==> config.mk <==
export PLATFORM = sky130hd
export DESIGN_NAME = regfile_wb_arbiter
export DESIGN_NICKNAME = d
export VERILOG_FILES = /design/src/rtl/regfile_wb_arbiter.sv
export SDC_FILE = /design/constraint.sdc
export NUM_CORES = 1
export LEC_CHECK = 0
export CORE_ASPECT_RATIO = 0.5
export CORE_MARGIN = 4
export CORE_UTILIZATION = 45
export CTS_CLUSTER_DIAMETER = 120
export DETAILED_ROUTE_END_ITERATION = 12
export HOLD_SLACK_MARGIN = 0.08
export MAX_ROUTING_LAYER = met4
export PLACE_DENSITY = 0.84
export SYNTH_ARGS = -nofsm -noshare
export SYNTH_HDL_FRONTEND = slang
export SYNTH_SLANG_ARGS = --single-unit
==> constraint.sdc <==
create_clock -name cpu_clk_50M -period 4.5 [get_ports cpu_clk_50M]
set_input_delay 1.125 -clock cpu_clk_50M [delete_from_list [all_inputs] [get_ports cpu_clk_50M]]
set_output_delay 1.125 -clock cpu_clk_50M [all_outputs]
set_load 0.01 [all_outputs]
run_1/final_congestion.png
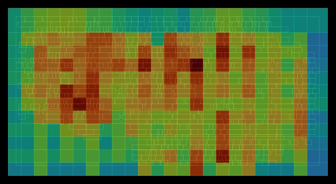
total track usage: 0.218
GR peak layer: met2
global routing usage on met3: 0.0451

run_1/cell_classes.png
Bar = 50 µm.
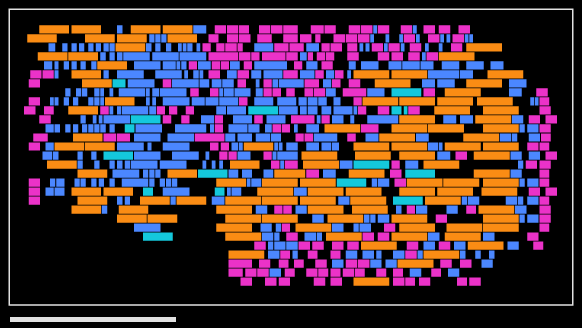
[flip-flops] orange | cells: 109 | share of their area: 38%
[clock drivers and dummy loads] cyan | cells: 16 | share of their area: 3.7%
[other buffers and delay cells] magenta | cells: 203 | share of their area: 24%
[all other logic] blue | cells: 322 | share of their area: 35%
std cell rows: 29
fin area: 8450 µm²
final core utilization: 0.665
sequential share of cell area: 0.367

run_1/pdn.png
Pins as bars on the die edge. Tap cells in grey.
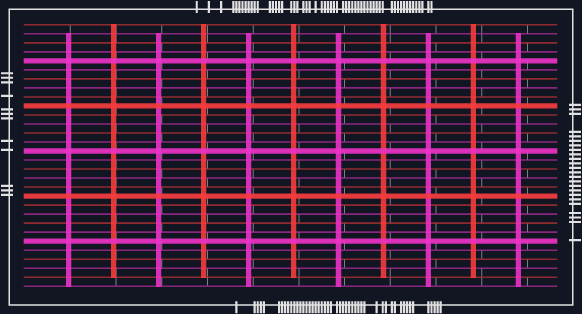
[VDD] red
[VSS] magenta
met5 straps: 5
signal pins: 141
met1 rails: 30
tap cells: 170
met4 straps: 11
die width: 170 µm
die y size: 88.8 µm
core area: 12700 µm²
Max IR drop VDD: 0.247 mV

==> GITHUB_STEP_SUMMARY, run 1 <==
### Metrics collected by this job

| Metric | Value |
|---|---|
| Placed cell count | `793` |
| Flip-flops with a built-in enable | `74` |
| YS warnings | `0` |
| Yosys top cell by instances | `edfxtp_1` |
| Final Hold Fails | `0` |
| Switching share of power | `0.344` |
| Relative slew margins | `0.304` |
| CTS H-tree lvls | `3` |
| Met2 wire len | `8230 µm` |
| Kind of critical path | `in -> out` |
| DR WL/cell | `19.8 µm` |
| First-pass GRT wire length | `25000 µm` |
| Diodes inserted | `0` |
| Clock tree buffer depth | `2` |
| CTS root buf | `clkbuf_16` |
| Combinational share of power | `0.433` |
| # Cells Yosys | `456` |
| Static Leak | `3.28 nW` |
| Period utilization | `0.995` |
| P_int | `2.66 mW` |
| FF-to-FF path depth | `5` |
| Yosys Chip Area | `5870 µm²` |
| WP data arrival | `3.35 ns` |
| CP Capture Type | `primary output` |
| Residual DRC | `0` |
| Flops after synth | `109` |
| Slew Viols, Final | `0` |
| Area leader share | `0.378` |
| Max Cap Violations | `0` |
| Total chip power | `4.06 mW` |
| Met3 wire len | `1060 µm` |
| Post-Layout Cell Count | `820` |
| Syn Area/Cell | `12.9 µm²` |
| Hold path depth | `1` |
| Synth top cells by count | `74 x edfxtp_1, 66 x o21ai_0, 35 x dfrtp_1` |
| Clock power share | `0.201` |
| Crit path time final | `4.48 ns` |
| Power share of the sequential group | `0.366` |
| Nets | `745` |
| Via count | `4793` |
| Synth area leader | `edfxtp_1` |
| NetSw | `1.39 mW` |
| Grt total ovfl | `0` |
| Placer Congestion | `0.950` |
| TritonCTS clock tree | `done` |
| Count of tool warnings | `28` |
| Reg2Reg Setup Slack | `2.00 ns` |
| DP Wirelength | `11600 µm` |
| Starting Density | `0.463` |
| GRT met2 Usage | `0.364` |
| Largest net degree at the start of global routing | `58` |
| Pre-CTS setup slack | `-0.588 ns` |
| Peak Freq | `223 MHz` |
| Most numerous logic cell after layout | `clkdlybuf4s50_1` |
| Ys flop type | `edfxtp_1` |
| Synth unique cells | `50` |
| Status | `finished clean` |
| Most instantiated logic cells after routing | `90 x clkdlybuf4s50_1, 74 x edfxtp_1, 66 x o21ai_0, 52 x buf_4, 34 x dfrtp_1` |
| Late-Pin Clk Latency | `0.35 ns` |
| Initial antenna violation count | `0` |
| Pre-antenna DRT Iters | `5` |
| Ys async rst share | `0.321` |
| Crit start category | `primary input` |
| RSZ-0062 raised after global routing | `true` |
| Area Growth Syn to Fin | `43.8%` |
| TritonCTS Sinks | `109` |
| Top routing layer in use | `met4` |
| 1st-iter DRT viols | `351` |
| Port Buffer Count | `140` |
| Routed WL | `16200 µm` |
| Power Density | `480 nW/µm²` |
[run 1: area by class of cell]
type / count / area (µm²)
fill: 949 / 4250
sequential: 109 / 3100
multi-input combinational: 316 / 2850
timing repair buffer: 203 / 1960
clock buffer: 10 / 229
tap: 170 / 213
clock inverter: 6 / 76.3
inverter: 6 / 22.5
[run 1: power groups by stage]
stage	Clock [mW]	Combinational, mW	Sequential, mW
5_1_grt	0.870	1.89	1.50
4_1_cts	0.829	1.69	1.48
2_1_floorplan	0	1.03	1.42
3_5_place_dp	0	1.67	1.49
6_report	0.814	1.76	1.49
3_3_place_gp	0	1.64	1.47
[run 1: worst max-delay path, stage by stage]
cell             delay, ns
clkdlybuf4s50_1       0.49
and2b_2               0.26
and2_2                0.20
a221o_2               0.33
o21ai_4               0.12
xnor2_2               0.12
o41ai_4               0.37
a31oi_1               0.17
buf_2                 0.17
[run 1: metrics by stage]
step / cell area (µm²) / hold WS (ns) / TNS (ns) / util
2_1_floorplan: 5870 / 0.468 / 0 / -
3_3_place_gp: 7840 / 0.530 / -11.22 / 0.617
3_5_place_dp: 7840 / 0.548 / -10.93 / 0.617
4_1_cts: 8270 / 0.563 / -0.171 / 0.651
5_1_grt: 8450 / 0.605 / -0.0929 / 0.665
6_report: 8450 / 0.560 / 0 / 0.665
[run 1: what timing repair did]
action	in CTS	in global routing
setup endpoints to repair	38	37
pin swaps	7	16
gates cloned	0	2
hold buffers	0	0
setup buffers	3	6
gates resized	74	29
[run 1: cells by family (layout without fill, tap and decap cells)]
group	after synthesis	count (layout)	synth area share
muxes	73	73	0.187
and+or+nand+nor	105	105	0.0880
AOI/OAI and AO/OA	120	120	0.148
adders and majority gates	1	1	0.00213
DFF	109	109	0.527
xor gates and xnor gates	17	17	0.0253
buffers and inverters	31	225	0.0217
==> inputs of run 2 (changes only) <==
- CAP_MARGIN: not set -> 25
run_2/pdn.png
Pins as bars on the die edge. Tap cells in grey.
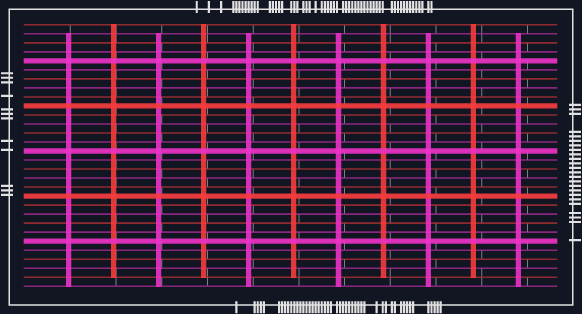

==> run 2 against run 1 <==
Largest cell class unchanged. Highest routed layer unchanged. Sequential power about the same. Critical path type unchanged. Flip-flop count unchanged. Setup slack unchanged.
==> GITHUB_STEP_SUMMARY, run 2 <==
### Metrics collected by this job

| Metric | Value |
|---|---|
| Status | `finished clean (unchanged)` |
| Nets | `745 (unchanged)` |
| RSZ-0062 raised after global routing | `true (unchanged)` |
| Synth area leader | `edfxtp_1 (unchanged)` |
| Diodes inserted | `0 (unchanged)` |
| Worst path bufs/invs | `2 (unchanged)` |
| Setup TNS | `0 ns (unchanged)` |
| CTS root buf | `clkbuf_16 (unchanged)` |
| Grt total ovfl | `0 (unchanged)` |
| Static Leak | `3.28 nW (unchanged)` |
| Synth unique cells | `50 (unchanged)` |
| Reg2Reg Setup Slack | `2.00 ns (about the same)` |
| First-pass GRT wire length | `25000 µm (unchanged)` |
| Register area | `3100 µm² (unchanged)` |
| Instance count on the critical path | `9 (unchanged)` |
| Crit path cell chain | `clkdlybuf4s50_1 -> and2b_2 -> and2_2 -> a221o_2 -> o21ai_4 -> xnor2_2 -> o41ai_4 -> a31oi_1 -> buf_2 (unchanged)` |
| Syn Area/Cell | `12.9 µm² (unchanged)` |
| CTS H-tree lvls | `3 (unchanged)` |
| Power Density | `480 nW/µm² (unchanged)` |
| Pre-CTS setup slack | `-0.588 ns (unchanged)` |
| Max IR drop VDD | `0.247 mV (unchanged)` |
| Port Buffer Count | `140 (unchanged)` |
| Total track usage | `0.218 (unchanged)` |
| FF-to-FF path depth | `5 (unchanged)` |
| Via count | `4793 (unchanged)` |
| DP Wirelength | `11600 µm (unchanged)` |
| Flip-flops with a built-in enable | `74 (unchanged)` |
| Slew Viols, Final | `0 (unchanged)` |
| Period utilization | `0.995 (unchanged)` |
| Ys flop type | `edfxtp_1 (unchanged)` |
| Std cell rows | `29 (unchanged)` |
| Ys async rst share | `0.321 (unchanged)` |
| Crit start category | `primary input (unchanged)` |
| Die y size | `88.8 µm (unchanged)` |
| Cts-stage hold buffer count | `0 (unchanged)` |
| Relative slew margins | `0.304 (unchanged)` |
| TritonCTS Sinks | `109 (unchanged)` |
| Clock tree buffer depth | `2 (unchanged)` |
| Multi-input gate area | `2850 µm² (unchanged)` |
| Max Cap Violations | `0 (unchanged)` |
run_2/final_congestion.png
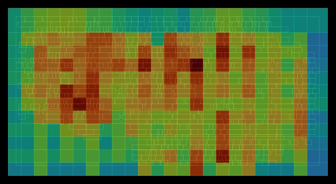
met1 usage: 0.278
DR WL/cell: 19.8 µm

==> run 2: cell counts in the layout (fill, tap and decap cells not counted) <==
No cell type changed its count.
==> run 2: per-layer routing <==
metal	up-vias	part of all wire	global-route usage
li1	2195	-	-
met1	2370	0.41	0.278
met2	193	0.51	0.364
met3	35	0.065	0.0451
met4	0	0.020	0.0519
met5	-	0	-
==> run 2: stage by stage <==
stage	std cells	area, µm²	util
after detailed placement	793	7840	0.617
final	820	8450	0.665
after global routing	820	8450	0.665
after CTS	812	8270	0.651
after global placement	793	7840	0.617
after floorplan	456	5870	-
==> run 2: kinds of logic after synthesis <==
kind of cell,after synthesis,share of synthesized area
AOI/OAI and AO/OA,120,0.148
xor gates and xnor gates,17,0.0253
adders and majority gates,1,0.00213
buffers and inverters,31,0.0217
DFF,109,0.527
muxes,73,0.187
and+or+nand+nor,105,0.0880
==> run 2: power by group <==
group | switching [mW] | total (mW) | internal, mW | leakage (nW)
Clock | 0.372 | 0.814 | 0.442 | 0.150
Combinational | 0.829 | 1.76 | 0.928 | 2.05
Sequential | 0.193 | 1.49 | 1.29 | 1.08
Total | 1.39 | 4.06 | 2.66 | 3.28
==> run 2: timing repair <==
item / CTS / global route
pin swaps: 7 / 16
setup endpoints to repair: 38 / 37
buffers inserted: 3 / 6
cloned: 0 / 2
resized: 74 / 29
==> run 2: final cells by class <==
class,count,share of cell area
Clock buffer,10,0.0271
Tap cell,170,0.0252
Timing Repair Buffer,203,0.232
Inverter,6,0.00267
Multi-Input combinational cell,316,0.338
Clock inverter,6,0.00903
Sequential cell,109,0.367
No activity file was given, so power comes from the tool's default toggle rates.
